==> src/rtl/adc_seq_pkg.sv <==
// Shared state encoding and default timing parameters for the ADC block sequencer.
// Pure declarations: no logic, no latency, no flow control.
package adc_seq_pkg;

    typedef enum logic [2:0] {
        ST_IDLE    = 3'd0,
        ST_WARMUP  = 3'd1,
        ST_DISCARD = 3'd2,
        ST_RUN     = 3'd3,
        ST_DRAIN   = 3'd4
    } seq_state_t;

    localparam int DEF_STARTUP_CYCLES = 240000;
    localparam int DEF_DISCARD_N      = 2;
    localparam int DEF_BLOCK_LEN      = 205;
    localparam int DEF_DRAIN_TIMEOUT  = 65535;

endpackage

==> src/rtl/sync_2ff.sv <==
// Two-flop synchronizer for a single level signal crossing into the clk domain.
// Latency 2 clk edges; no flow control.
module sync_2ff (
    input  logic clk,
    input  logic rst,
    input  logic d,
    output logic q
);

    logic meta;

    always_ff @(posedge clk or posedge rst) begin
        if (rst) begin
            meta <= 1'b0;
            q    <= 1'b0;
        end else begin
            meta <= d;
            q    <= meta;
        end
    end

endmodule

==> src/rtl/adc_block_sequencer.sv <==
// Powers up the ADC after PLL lock, drops warm-up samples, and frames the sample stream into blocks.
// Samples forwarded 1 cycle after adc_done; no backpressure: samples arriving while a block result is pending are dropped and counted.
module adc_block_sequencer
    import adc_seq_pkg::*;
#(
    parameter int STARTUP_CYCLES = DEF_STARTUP_CYCLES,
    parameter int DISCARD_N      = DEF_DISCARD_N,
    parameter int BLOCK_LEN      = DEF_BLOCK_LEN,
    parameter int DRAIN_TIMEOUT  = DEF_DRAIN_TIMEOUT
) (
    input  logic        sys_clk,
    input  logic        rst,
    input  logic        pll_lock,
    output logic        adc_en,
    input  logic        adc_done,
    input  logic [7:0]  adc_data,
    output logic        smp_valid,
    output logic [7:0]  smp_data,
    output logic        blk_first,
    output logic        blk_last,
    input  logic        mag_ready,
    output logic [15:0] blk_count,
    output logic [15:0] drop_count,
    output logic        err_lock_lost,
    output logic        err_timeout
);

    seq_state_t  state;
    logic        lock_s;
    logic [31:0] cnt;
    logic [15:0] idx;

    sync_2ff u_lock_sync (
        .clk (sys_clk),
        .rst (rst),
        .d   (pll_lock),
        .q   (lock_s)
    );

    always_ff @(posedge sys_clk or posedge rst) begin
        if (rst) begin
            state         <= ST_IDLE;
            cnt           <= '0;
            idx           <= '0;
            adc_en        <= 1'b0;
            smp_valid     <= 1'b0;
            smp_data      <= '0;
            blk_first     <= 1'b0;
            blk_last      <= 1'b0;
            blk_count     <= '0;
            drop_count    <= '0;
            err_lock_lost <= 1'b0;
            err_timeout   <= 1'b0;
        end else begin
            smp_valid <= 1'b0;
            blk_first <= 1'b0;
            blk_last  <= 1'b0;
            // Lock loss overrides everything, including a sample captured this cycle.
            if (state != ST_IDLE && !lock_s) begin
                state  <= ST_IDLE;
                cnt    <= '0;
                idx    <= '0;
                adc_en <= 1'b0;
                if (adc_en)
                    err_lock_lost <= 1'b1;
            end else begin
                case (state)
                    ST_IDLE: begin
                        if (lock_s) begin
                            state <= ST_WARMUP;
                            cnt   <= '0;
                        end
                    end
                    ST_WARMUP: begin
                        if (cnt == 32'(STARTUP_CYCLES - 1)) begin
                            cnt    <= '0;
                            adc_en <= 1'b1;
                            state  <= (DISCARD_N == 0) ? ST_RUN : ST_DISCARD;
                        end else begin
                            cnt <= cnt + 32'd1;
                        end
                    end
                    ST_DISCARD: begin
                        if (adc_done) begin
                            if (cnt == 32'(DISCARD_N - 1)) begin
                                cnt   <= '0;
                                state <= ST_RUN;
                            end else begin
                                cnt <= cnt + 32'd1;
                            end
                        end
                    end
                    ST_RUN: begin
                        if (adc_done) begin
                            smp_valid <= 1'b1;
                            smp_data  <= adc_data;
                            blk_first <= (idx == 16'd0);
                            blk_last  <= (idx == 16'(BLOCK_LEN - 1));
                            if (idx == 16'(BLOCK_LEN - 1)) begin
                                idx   <= '0;
                                cnt   <= '0;
                                state <= ST_DRAIN;
                            end else begin
                                idx <= idx + 16'd1;
                            end
                        end
                    end
                    ST_DRAIN: begin
                        if (adc_done && drop_count != 16'hFFFF)
                            drop_count <= drop_count + 16'd1;
                        if (mag_ready) begin
                            blk_count <= blk_count + 16'd1;
                            cnt       <= '0;
                            state     <= ST_RUN;
                        end else if (cnt == 32'(DRAIN_TIMEOUT - 1)) begin
                            err_timeout <= 1'b1;
                            cnt         <= '0;
                            state       <= ST_RUN;
                        end else begin
                            cnt <= cnt + 32'd1;
                        end
                    end
                    default: begin
                        state  <= ST_IDLE;
                        adc_en <= 1'b0;
                    end
                endcase
            end
        end
    end

endmodule
==> config.mk <==
export PLATFORM = sky130hd
export DESIGN_NAME = adc_block_sequencer
export DESIGN_NICKNAME = d
export VERILOG_FILES = /design/src/rtl/adc_seq_pkg.sv /design/src/rtl/sync_2ff.sv /design/src/rtl/adc_block_sequencer.sv
export SDC_FILE = /design/constraint.sdc
export NUM_CORES = 1
export LEC_CHECK = 0
export CAP_MARGIN = 25
export CORE_UTILIZATION = 61
export DETAILED_ROUTE_END_ITERATION = 12
export PLACE_DENSITY = 0.91
export SYNTH_ARGS = -nofsm -noshare
export SYNTH_HDL_FRONTEND = slang
export SYNTH_SLANG_ARGS = --single-unit
==> constraint.sdc <==
create_clock -name sys_clk -period 7.4 [get_ports sys_clk]
set_input_delay 1.48 -clock sys_clk [delete_from_list [all_inputs] [get_ports sys_clk]]
set_output_delay 1.48 -clock sys_clk [all_outputs]
set_load 0.05 [all_outputs]
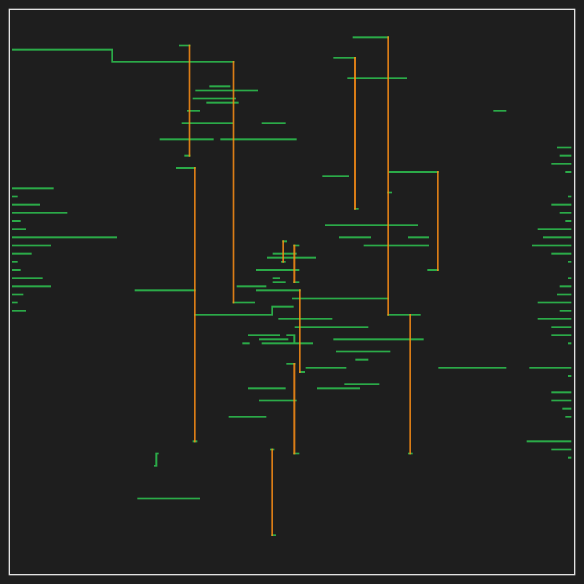
**Above:** run 1 (signal wires by layer).
(6 px per um) Two of the layers only.
layer	color	wire length
metal 3	green	539 um
metal 4	orange	267 um
GRT Total Usage: 28.5%
wirelength, routed: 11500 um
total via count in the routed design: 4348
routed length per placed instance: 16.7 um

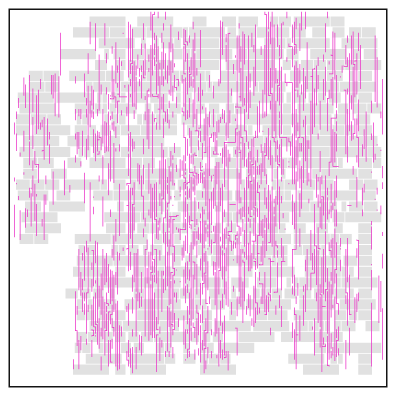
**Above:** run 1 (M2 wires).
(4 px per um) Cells faint in the background.
wire length on this layer	5560 um
nets with wire on the layer	541
GRT met2 Usage: 46.3%

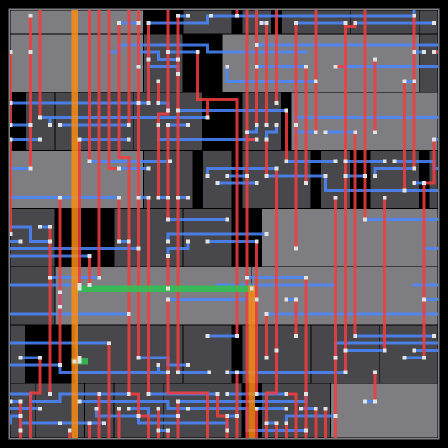
**Above:** run 1 (layout detail).
Region (60, 60) to (80, 80) um. Cells in gray, sequential cells in the stronger gray; small squares are vias.
layer	color
metal 1	blue
metal 4	orange
metal 2	red
metal 3	green
sequential cells in the window	8
netlist names of flops here include	drop_count (6), state (2)
most frequent	dfrtp_1 (8), xnor2_1 (3)
cells with their middle in the window	33

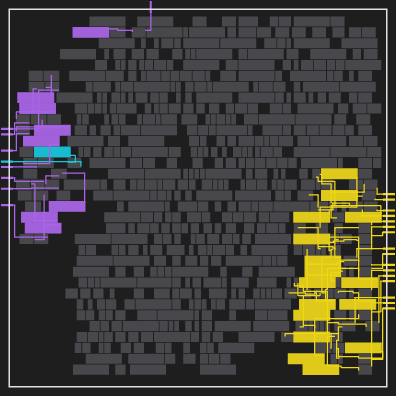
**Above:** run 1 (port wiring).
(4 px per um)
port	color	bits	direction	edge	end cells	buffers	wire
blk_count	yellow	16	output	east	16	16	522 um
smp_data	purple	8	output	7 west, 1 north	8	8	200 um
smp_valid	cyan	1	output	west	1	1	23.4 um
Ports: 59
buffers added on ports: 58

-- run 1: layer usage --
metal | global-route usage, % | wire [um]
met5 | 0 | 0
met4 | 12.6 | 267
met3 | 4.94 | 538
met2 | 46.3 | 5560
met1 | 37.4 | 5110
-- run 1: cells by family after synthesis --
logic type      after synthesis  share of synthesized area (%)
compound gates               93                           12.4
xor+xnor                     49                           8.32
fa+ha+maj                     7                           1.70
buf+inv                      38                           2.81
flops                        99                           48.0
mux                          12                           2.62
simple gates                226                           24.1
-- run 1: through the flow --
stage / hold slack (ns) / power (W)
4_1_cts: 0.363 / 0.000948
6_report: 0.361 / 0.000946
3_3_place_gp: 0.336 / 0.000611
2_1_floorplan: 0.331 / 0.000594
3_5_place_dp: 0.342 / 0.000612
5_1_grt: 0.364 / 0.000978
-- run 1: cells in the final DEF, fill, tap and decap left out, types with 3 or more instances in the layout --
cell,netlist,layout
inv_6,0,3
buf_4,0,4
nand4b_1,4,4
nor4b_1,3,3
clkbuf_8,0,10
a21boi_0,3,3
inv_1,18,17
a22oi_1,14,14
nor4_1,9,9
clkdlybuf4s50_1,0,58
nand4_1,23,23
nor3_1,12,12
nor2_1,39,39
and3_1,14,14
ha_1,7,7
nand2b_1,3,3
dfrtp_1,99,99
and4_1,6,6
a21o_1,3,3
nand3_1,28,28
o21ai_0,18,18
a31oi_1,4,4
o211ai_1,3,3
or3_1,11,11
nand2_1,43,43
mux2_2,12,12
xnor2_1,25,25
or2_2,4,4
and2_1,11,11
or4_1,8,8
o22ai_1,3,3
o31ai_1,15,15
a21oi_1,12,12
xor2_1,24,24
-- run 1: area by class of cell --
cell class | count | area, um^2 | share of cell area, %
multi-input combinational | 387 | 2540 | 42.1
sequential | 99 | 2480 | 41.1
timing repair buffer | 63 | 616 | 10.2
clock buffer | 10 | 138 | 2.28
tap | 105 | 131 | 2.18
inverter | 18 | 70.1 | 1.16
clock inverter | 6 | 55.1 | 0.914
-- run 1: flip-flops by register name (all words and copies together), names as in the netlist --
register and cells:
state 3, drop_count 16, adc_en 1, smp_data 8, smp_valid 1, blk_first 1, u_lock_sync.meta 1, blk_last 1
err_lock_lost 1, blk_count 16, err_timeout 1, idx 16, u_lock_sync.q 1, cnt 32
-- run 1: worst max-delay path, cell delays in order --
cell and delay [ns]:
clkdlybuf4s50_1 0.56, nor2_1 0.10, o31ai_4 0.64, and2_1 0.82, o211ai_1 0.42, o311ai_1 0.35
-- run 1: synth_stat cells (all sizes together) (4+ instances only) --
library cell  instances
inv                  18
xnor2                25
and4                  6
a22oi                14
a21oi                12
nor3                 12
ha                    7
nor4                  9
xor2                 24
nand2                43
and3                 14
or3                  11
nand4                24
mux2                 12
or4                   9
o21ai                19
and2                 11
o31ai                16
nor2                 39
nand3                28
nand4b                5
or2                   4
clkbuf               17
a31oi                 4
dfrtp                99
-- run 1: worst max path at each step --
stage / endpoint / start / cells past startpoint / slack, ns
final: cnt[19] / adc_done / 6 / 3.31
after global routing: cnt[19] / adc_done / 6 / 3.03
after CTS: cnt[19] / adc_done / 6 / 3.33
after detailed placement: cnt[19] / adc_done / 6 / 2.93
after global placement: cnt[19] / adc_done / 6 / 3.08
after floorplan: adc_en / rst / 1 / 3.33
==> summary.txt, run 1 <==
Notes on the physical implementation.

- Per report_power, the clock group accounts for between 30% and 40% of the total.
- Per the post-synthesis stats, the area per cell is 9.85 um^2.
- STA lists the startpoint of the worst register-to-register path as idx[0].
- The detailed-route vias per instance is between 6 and 7, for reference.
- The post-placement cell count is about 670, for reference.
- The final-layout setup total negative slack is 0 ns, for reference.
- STA puts the critical path data required time at approximately 7.7 ns.
- The gate count of the mapped netlist is roughly 520, for reference.
- The CTS report gives the tree buffer count as 9.
- In this run the remaining antenna-violating nets after routing total 0.
- According to the floorplan report, the placeable core area is between 8000 and 9000 um^2.
- The fraction of synthesis flops using an asynchronous set or reset pin is 100%, for reference.
- The final critical path takes up between 50 and 60% of the cycle.
- In this run the static leakage power is 2.61 nW.
- Sequential elements use 48.0% of the synthesized area.
- The fraction of power spent switching nets is 26.3%, for reference.
- The total standard cell area after synthesis is just over 5000 um^2, for reference.
- The final design utilization is around three quarters, for reference.
- Sequential power for this build is between 0.0005 and 0.0006 W.
- The floorplan step records an initial core utilization of a little over three fifths.
- The main area contributors are dfrtp_1 48%, xnor2_1 4.2%, xor2_1 4.1%.
- For this run the detailed placement stage logged an HPWL of 7880 um.
- The slew at the pin closest to its max-slew limit is approximately 0.9 ns, for reference.
- The path type of the worst min-delay path is reg -> reg, for reference.
- The worst setup path category is in -> reg, for reference.
- The maximum clock frequency is between 200 and 250 MHz, for reference.
- The critical path endpoint category is a flip-flop, for reference.
- The distinct cell type count after synthesis is 53, for reference.
- The reg-to-reg endpoint is cnt[19], for reference.
- Across all setup checks in the final design, the least slack found is between 3 and 4 ns.
- The count of filler cells inserted in the layout is 588, for reference.
- Hold analysis shows the worst path with a depth of 0.
- The flow ran to the end, and the final reports show no timing, DRC or antenna violations.
- The tool warning count is 29, for reference.
- The number of design-rule violations left by the first detailed-router iteration is 395, for reference.
- The worst reg2reg path depth is 8, for reference.
- The vertical die size is roughly 94 um, for reference.
- The count of endpoints failing hold in the final timing report is 0, for reference.
- Post-synthesis, Yosys gives the total cell area as between 5000 and 6000 um^2.
- The weighted congestion reported at the end of routability-driven placement is ~0.96, for reference.
- For this design the total switching power over the nets is 0.000249 W.
- Entering global routing, the biggest net connects 71 pins.
- Summing all placed instances gives a cell area of around 5800 um^2.
- The category of the worst setup path launch point is an input port, for reference.
- The first-pass iteration count of the detailed router is 5, for reference.
- The primary flip-flop cell chosen by synthesis mapping is dfrtp_1, for reference.
- Power attributed to the clock group is ~0.00034 W.
- The synthesized design contains about 99 register bits.
- The skew report gives the latency at the later pin of the worst-skew pair as between 0.3 and 0.4 ns.
- The flow reports that sequential cells draw 58.0% of the design power.
- The count of inserted antenna diode cells is 0, for reference.
- The final number of max-transition violations is 0, for reference.
- After synthesis, the largest area contributor takes up 48.0% of total cell area.
- Synthesis produced a netlist with a net count of between 500 and 600.
- Per the hold report, the tightest min-delay path originates at u_lock_sync.meta.
- The number of max-cap violations is 0, for reference.
- Of all nets on the critical path, the largest fanout is 26.
- Post-CTS timing repair inserted 0 buffers for setup.
- The finished cells cover 6030 um^2.
- The cell taking the most area after synthesis is dfrtp_1, for reference.
- At the placement stage, the worst setup path has a slack of 2.93 ns.
- The ratio of cells with drive above 1 in the final layout is between 7 and 8%, for reference.
- After detailed routing, the number of remaining DRC violations is 0.
- The number of enable-type register cells in the synthesized netlist is 0, for reference.
- The end of the worst hold path is u_lock_sync.q, for reference.
- The buffer cell driving the clock tree root is clkbuf_8, for reference.
- The setup slack of the worst register-to-register path is approximately 3.4 ns, for reference.
- The number of global-route vias before repair is 4248, for reference.
- Excluding fillers, the count of instances in the completed layout stands at around 700.
- The H-tree depth is 3, for reference.
- The normalized max-slew margin is roughly two fifths, for reference.
- In this run the deepest clock path goes through 2 buffers.
- TritonCTS built the clock tree.
==> run 2: changes to the inputs <==
Settings changed: CORE_UTILIZATION 61 to 51, PLACE_DENSITY 0.91 to 0.81.
Clock period 7.4 ns to 3.35 ns, I/O delays scaled along.
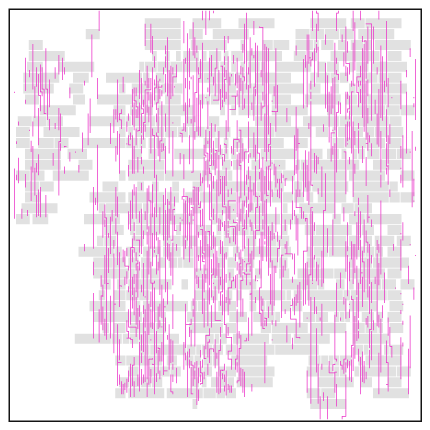
**Above:** run 2 (M2 wires).
(4 px per um) Cells faint in the background.
main direction	vertical
wire length on this layer	5410 um
nets with wire on the layer	518
longest straight run	39.8 um
wirelength, routed: 11400 um
GRT met2 Usage: 36.7%
total via count in the routed design: 4261

==> run 2 against run 1 <==
- utilization decreased by 11 points
- non-clock buffer count increased by 6
- final cell count increased by 4.9%
- synthesized cell count unchanged
- highest routed layer unchanged
- register-to-register slack got worse by 3.2 ns
- critical path depth increased by 2
- power increased by 130%
- sequential share of layout area decreased by 0.75 points
- critical endpoint is now cnt[30]
- first-iteration DRC count decreased by 29%
- via count decreased by 2.0%
- final area increased by 1.9%
- critical path type is now reg -> reg
- routed wire length decreased by 0.32%
==> summary.txt, run 2 <==
Notes on the physical implementation.

- The DRC violations left is 0, for reference.
- The number of enable-type register cells in the synthesized netlist is 0, for reference.
- The most critical setup path has its startpoint at idx[0].
- The timing report gives the worst reg2reg path a setup slack of ~0.25 ns.
- The average cell area after synthesis is about 9.8 um^2, for reference.
- On met1, the global router reports a usage of between 30% and 40%.
- The detailed placer reported the number of placed instances as 706.
- Per the timing report, the achievable frequency comes out to between 300 and 400 MHz.
- In this run the most critical hold path is launched from u_lock_sync.meta.
- The number of flip-flops in the largest register is 32, for reference.
- The detailed-route vias per instance is ~6, for reference.
- The library cells used most frequently in the layout, excluding fill and tap cells, are 99 x dfrtp_1, 58 x clkdlybuf4s50_1, 43 x nand2_1, 39 x nor2_1, 28 x nand3_1.
- For the final routed database, the setup TNS stands at 0 ns.
- According to the floorplan report, the die height is 103 um.
- Post-route period utilization is reported as roughly 90%.
- The post-synth area from yosys stat is about 5200 um^2, for reference.
- The first-pass iteration count of the detailed router is 6, for reference.
- The worst hold path cell count is 0, for reference.
- The core utilization at floorplan is between 50% and 60%, for reference.
- Looking at the gate-level netlist, the highest instance count belongs to dfrtp_1.
- The post-layout instance area is 6140 um^2, for reference.
- The category of the worst setup path launch point is a flip-flop, for reference.
- TritonCTS built the clock tree.
- In the post-synthesis netlist, the biggest area contributors are dfrtp_1 48%, xnor2_1 4.2%, xor2_1 4.1%.
- The cell area after placement is between 5000 and 6000 um^2, for reference.
- When the netlist entered floorplanning its net count stood at around 540.
- The normalized max-slew margin is ~43%, for reference.
- The number of synthesized register bits is roughly 99, for reference.
- After synthesis, the most frequently instantiated cells are 99 x dfrtp_1, 43 x nand2_1, 39 x nor2_1.
- Looking at the reg2reg group, the worst path ends at cnt[30].
- The number of design-rule violations left by the first detailed-router iteration is around 280, for reference.
- The startpoint identified for the worst register-to-register timing path is idx[0].
- The setup path with the least slack is of type reg -> reg.
- The number of global-route vias before repair was roughly 4000.
- The pre-CTS setup slack is roughly 0.3 ns, for reference.
- After the flow finishes, the layout carries non-filler instances totaling approximately 720.
- The buffer cell driving the clock tree root is clkbuf_8, for reference.
- For this design the top-level I/O count stands at just under 60.
- The HPWL after detailed placement is 7940 um.
- The distinct cell type count after synthesis is about 53, for reference.
- The run finished with clean final reports.
- Port buffering added approximately 58 buffers.
- After synthesis the cells add up to 5160 um^2.
- Entering global routing, the biggest net connects between 50 and 60 pins.
- The post-detailed-route count of antenna-violating nets is 0, for reference.
- The fraction of synthesis flops using an asynchronous set or reset pin is 100%, for reference.
- The most numerous logic cell after layout is dfrtp_1, for reference.
- The count of inserted antenna diode cells is 0, for reference.
- The maximum vdd ir drop is 0.304 mV, for reference.
- The share of synthesized area in the top cell type comes to 48.0%.
- The H-tree was split into 3 levels.
- The worst reg2reg path depth is 8, for reference.
- Summed over all routing layers, the global router reports a total usage of a little under a quarter.
- Data on the critical path is required at its endpoint by ~3.7 ns.
- The met3 track utilization from global routing is under 10%, for reference.
- The gate count of the mapped netlist is 524, for reference.
- The post-CTS repair timing setup buffer count is 0, for reference.
- Per the synth stats, the flop cell with the highest instance count is dfrtp_1.
- Sorting the Yosys area breakdown by cell type puts at the top dfrtp_1.
- The maximum clock insertion buffer count is 2, for reference.
- The worst path setup slack after routing is 0.245 ns, for reference.
- The ratio of cells with drive above 1 in the final layout is just under 9%, for reference.
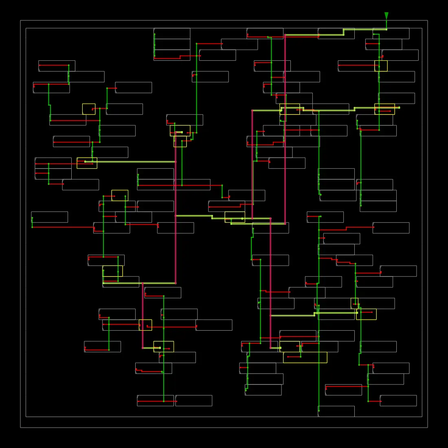
**Above:** run 2 (clock routing).
Sink Count: 99
Inserted Clock Buffers: 9
layout sequential cell count: 99
clock network latency to the later pin of the worst-skew pair: 0.40 ns

==> run 2: cell counts after synthesis <==
Identical to the previous run, type by type.
==> run 2: cell type report <==
cell class	count	area, um^2
Multi-Input combinational cell	387	2540
Clock inverter	7	81.3
Inverter	18	70.1
Fill cell	786	3640
Sequential cell	99	2480
Tap cell	133	166
Clock buffer	9	124
Timing Repair Buffer	69	676
==> run 2: report_power, final <==
| group | switching [W] | internal, W | leakage, nW | total, W |
|---|---|---|---|---|
| logic | 0.0000900 | 0.0000422 | 1.18 | 0.000132 |
| clock network | 0.000451 | 0.000358 | 0.107 | 0.000809 |
| registers | 0.00000969 | 0.00120 | 1.37 | 0.00121 |
| total | 0.000550 | 0.00160 | 2.65 | 0.00215 |
==> run 2: cell families after synthesis <==
kind of cell | after synthesis | share of synthesized area, %
flip-flops | 99 | 48.0
multiplexers | 12 | 2.62
XOR/XNOR | 49 | 8.32
buffers and inverters | 38 | 2.81
AND/OR/NAND/NOR | 226 | 24.1
adder cells (fa/ha/maj) | 7 | 1.70
AND-OR/OR-AND | 93 | 12.4
==> run 2: per-stage QoR <==
stage          total power [W]  hold WS [ns]  util, %
2_1_floorplan          0.00131         0.331        -
3_3_place_gp           0.00136         0.333     60.7
3_5_place_dp           0.00136         0.350     60.7
4_1_cts                0.00217         0.372     62.8
5_1_grt                0.00223         0.385     62.8
6_report               0.00215         0.371     62.8
==> run 2: how the worst max path moves through the flow <==
stage	to	cells after the start	slack [ns]
floorplan	adc_en	1	0.09
global placement	cnt[30]	8	0.35
detailed placement	cnt[26]	8	0.29
CTS	cnt[26]	8	0.25
global route	cnt[28]	8	0.00005
finish	cnt[30]	8	0.25
==> run 2: critical path: stages (launching register included) <==
cell	delay, ns
dfrtp_1	0.45
inv_1	0.08
ha_1	0.13
or4b_4	0.47
o41a_1	0.48
o31ai_4	0.31
nand4_2	0.35
or4_1	0.60
a22oi_1	0.16
==> run 2: metal layers <==
layer | wire, um | part of all wire, % | up-vias
li1 | - | - | 2032
met5 | 0 | 0 | -
met1 | 5160 | 45 | 2074
met4 | 176 | 1.5 | 0
met3 | 693 | 6.1 | 15
met2 | 5410 | 47 | 140
==> run 3: changes to the inputs <==
Settings changed: CORE_MARGIN set to 4, CORE_UTILIZATION 51 to 57, DONT_BUFFER_PORTS set to 1, PLACE_DENSITY 0.81 to 0.8.
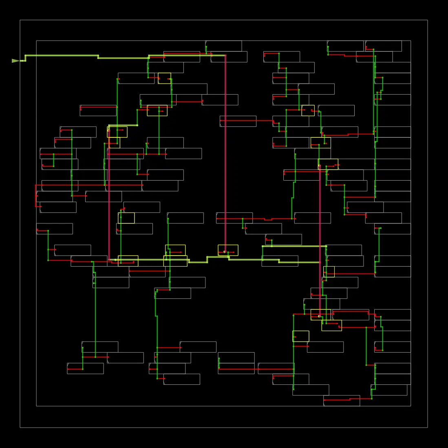
**Above:** run 3 (clock routing).
Worst Skew: 0.0143 ns
clock network latency to the later pin of the worst-skew pair: 0.37 ns
power in the clock group: 0.000744 W
clock buffer count: 9

==> run 3 against run 2 <==
- die size grew 1.1%
- routed wire length shrank 4.2%
- final cell count shrank 11%
- critical path type unchanged
- largest cell class unchanged
- largest power group unchanged
==> summary.txt, run 3 <==
Notes on the physical implementation.

- Per the repair_timing log after CTS, setup buffers inserted total 0.
- The number of global-route vias before repair was 4047.
- Once detailed placement completed, the half-perimeter wirelength came to about 7900 um.
- In this run the critical register-to-register path is launched from idx[0].
- The worst pin sits at a relative slew slack of 52.0%.
- Entering global routing, the biggest net connects 61 pins.
- Registers are responsible for about three fifths of the overall power.
- The vertical die size is about 100 um, for reference.
- The floorplan has 34 rows.
- The count of filler cells inserted in the layout is 716, for reference.
- The relative contribution of combinational cells to total power is between 5 and 6%, for reference.
- The net switching power is roughly 0.00055 W, for reference.
- The number of sinks on the clock net is slightly below 100, for reference.
- The maximum vdd ir drop is 0.261 mV, for reference.
- The post-synth area from yosys stat is approximately 5200 um^2, for reference.
- Per the CTS log, the maximum H-tree level is 3.
- The critical path is of the reg -> reg type.
- The count of endpoints failing hold in the final timing report is 0, for reference.
- The share of the clock period used by the worst path is around 93%, for reference.
- For this design the static power due to leakage is between 2 and 2.5 nW.
- Sorting the synthesized cells by how often they occur yields 99 x dfrtp_1, 43 x nand2_1, 39 x nor2_1.
- The initial antenna violation count is 0, for reference.
- Setup repair after global routing left no endpoint under its margin.
- The largest total area in the synthesized netlist belongs to dfrtp_1.
- After detailed routing, the number of vias per cell comes to approximately 6.4.
- STA classifies the critical path startpoint as a flip-flop.
- Summed over all failing endpoints, the final setup total negative slack is 0 ns.
- The wire length the detailed router placed on met1 is 4810 um, for reference.
- The distinct cell type count after synthesis is 53, for reference.
- The wire length of the first global-routing pass is 18600 um, for reference.
- The final net count is between 500 and 600, for reference.
- The endpoint identified for the worst register-to-register timing path is cnt[28].
- A synthesized cell averages 9.85 um^2.
- The met2 wire length is 5220 um, for reference.
- The number of flip-flops in the largest register is 32, for reference.
- The final number of max-transition violations is 0, for reference.
- The core region is 8760 um^2.
- Per the detail_route report, DRC violations left total 0.
- The number of nets handed over by synthesis was 544.
- Per the GRT congestion report, total overflow comes to 0.
- The areal power density over the cells is around 380 nW/um^2, for reference.
- The count of cells resized by post-cts repair is 0, for reference.
- Buffers inserted during clock tree synthesis total 9.
- The maximum clock frequency is ~320 MHz, for reference.
- In the final layout, the share of cells above drive strength 1 is about a tenth.
- Compared with the post-synthesis result, the final layout area differs by 6.69%.
- The chip width is roughly 100 um, for reference.
- TritonCTS built the clock tree.
- The synthesized netlist was found by Yosys to have about 520 cells.
- For this block, the initial DRC count from the detailed router was 301.
- Of the synthesized area, sequential elements account for around 48%.
- For this run, asynchronously set or reset flops after synthesis account for 100%.
- Counting flops with a built-in enable in the synthesized netlist gives 0.
- The synthesized netlist occupies a cell area of 5160 um^2.
- The run finished with clean final reports.
- The clock passes through at most 2 buffers.
- Data arrives at the worst endpoint at between 3 and 4 ns.
- The number of antenna diodes in the final layout is 0.
- The combined global-route utilization of all metal layers is 21.9%, for reference.
- The number of placed instances, taps included, is approximately 620.
- Per the detail_route log, the uppermost layer with routed signals is met4.
- Looking at the cell usage after synthesis, the top flip-flop cell is dfrtp_1.
- The core utilization at floorplan is around 59%, for reference.
- The most numerous logic cell after layout is dfrtp_1, for reference.
- The register ranked first by flip-flop count is cnt, for reference.
- The detailed route wirelength on metal3 is 766 um, for reference.
- Power comes to ~0.0021 W.
- Leaving out fill and tap cells, the most frequent cells in the layout are 99 x dfrtp_1, 43 x nand2_1, 39 x nor2_1, 28 x nand3_1, 25 x xnor2_1.
- The clock network power share is a little over a third, for reference.
- The first-pass iteration count of the detailed router is 5, for reference.
- Hold timing on the final database bottoms out at a slack of roughly 0.29 ns.
- The tool warning count is 29, for reference.
- Per the CTS log, the root buffer master is clkbuf_8.
- The die area is between 10000 and 15000 um^2, for reference.
- The weighted congestion reported at the end of routability-driven placement is 0.968, for reference.
- The number of hold buffers added after CTS was 0.
- The worst-path maximum fanout is 16, for reference.
- The path type of the worst min-delay path is in -> async, for reference.
- The final timing report counts setup violations totalling 0.
- Yosys attributes the largest share of cell area to dfrtp_1 48%, xnor2_1 4.2%, xor2_1 4.1%.
- The post-synth register bit count is between 90 and 100.
- On the worst setup and hold paths after CTS, the clock-pin slew comes to approximately 0.11 ns.
- The OpenROAD report gives the critical path a required time of 3.63 ns.
- The power report shows net switching accounting for 26.5% of the total.
- The synthesis stats list as the most numerous cell dfrtp_1.
- The gate count of the mapped netlist is around 520, for reference.
- The proportion of netlist area held by the largest area contributor is 48.0%, for reference.
- For the finished layout, the period the worst path requires is between 3 and 4 ns.
- Across the run, the number of max-cap violations was 0.
- The worst reg2reg path depth is 8, for reference.
- The finished layout holds between 600 and 700 standard cells, fillers aside.
- The per-cell routed wire length is between 15 and 20 um, for reference.
- The Yosys step of the flow raised 0 warnings.
- The via count is around 4100, for reference.
- The internal power component is roughly 0.0015 W, for reference.
- The post-detailed-route count of antenna-violating nets is 0, for reference.
- Summed over all layers, the routed wires come to approximately 11000 um.
- The transition time recorded at the tightest slew-check pin is a little over 0.7 ns.
- The setup slack of the worst register-to-register path is 0.24 ns, for reference.
- The floorplan report gives the top-level pin count as ~59.
- The critical path endpoint category is a flip-flop, for reference.
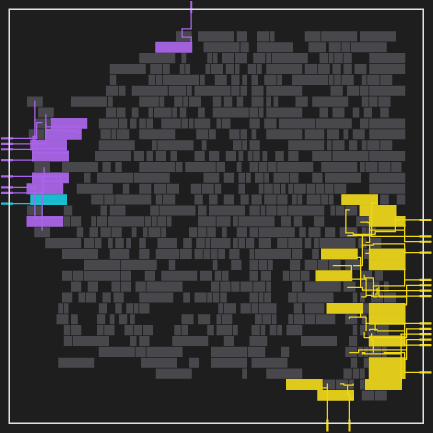
**Above:** run 3 (port wiring).
(4 px per um)
port	color	bits	direction	edge	end cells	buffers	wire
smp_data	purple	8	output	7 west, 1 north	8	0	176 um
smp_valid	cyan	1	output	west	1	0	13.7 um
blk_count	yellow	16	output	14 east, 2 south	16	0	373 um
buffers added on ports: 0

run 3: layout make-up:
type / instances / area (um^2) / area share (%)
clock buffer: 9 / 124 / 2.25
clock inverter: 7 / 71.3 / 1.30
inverter: 18 / 70.1 / 1.27
multi-input combinational: 387 / 2540 / 46.1
sequential: 99 / 2480 / 45.0
tap: 108 / 135 / 2.45
timing repair buffer: 12 / 90.1 / 1.64
run 3: kinds of logic after synthesis:
family / synth area share, %
xor gates and xnor gates: 8.32
buffers and inverters: 2.81
adders and majority gates: 1.70
AOI/OAI and AO/OA: 12.4
and+or+nand+nor: 24.1
muxes: 2.62
DFF: 48.0
run 3: critical path, cell delays in order, from the launching register on:
cell,delay [ns]
dfrtp_1,0.46
inv_1,0.08
ha_1,0.13
or4b_4,0.47
o41a_1,0.47
o31ai_4,0.29
nand4_2,0.36
or4_1,0.61
a22oi_1,0.16
run 3: worst max-delay path by stage:
| stage | from | end | slack [ns] | depth (start not counted) |
|---|---|---|---|---|
| 3_3_place_gp | idx[0] | cnt[28] | 0.38 | 8 |
| 3_5_place_dp | idx[0] | cnt[30] | 0.28 | 8 |
| 6_report | idx[0] | cnt[28] | 0.24 | 8 |
| 5_1_grt | idx[1] | cnt[30] | 0.001 | 8 |
| 4_1_cts | idx[0] | cnt[28] | 0.26 | 8 |
| 2_1_floorplan | rst | adc_en | 0.09 | 1 |
run 3: metrics by stage:
step                      cell area [um^2]  util [%]  worst slack, ns
after detailed placement              5310      60.6            0.284
final                                 5510      62.8            0.239
after global routing                  5510      62.8          0.00125
after CTS                             5510      62.8            0.264
after floorplan                       5160         -           0.0896
after global placement                5300      60.5            0.380
run 3: per-layer routing:
metal | vias up | global-route usage (%)
li1 | 1920 | -
met1 | 2029 | 28.0
met2 | 131 | 36.0
met3 | 15 | 5.68
met4 | 0 | 7.47
met5 | - | 0
run 3: power groups by stage:
stage	clock network [W]	registers, W	logic, W
final	0.000744	0.00121	0.000113
after floorplan	0	0.00123	0.0000852
after global placement	0	0.00123	0.000110
after detailed placement	0	0.00123	0.000114
after CTS	0.000760	0.00121	0.000114
after global routing	0.000818	0.00121	0.000128
Power figures rest on the tool's default switching activity, not on a simulated workload.
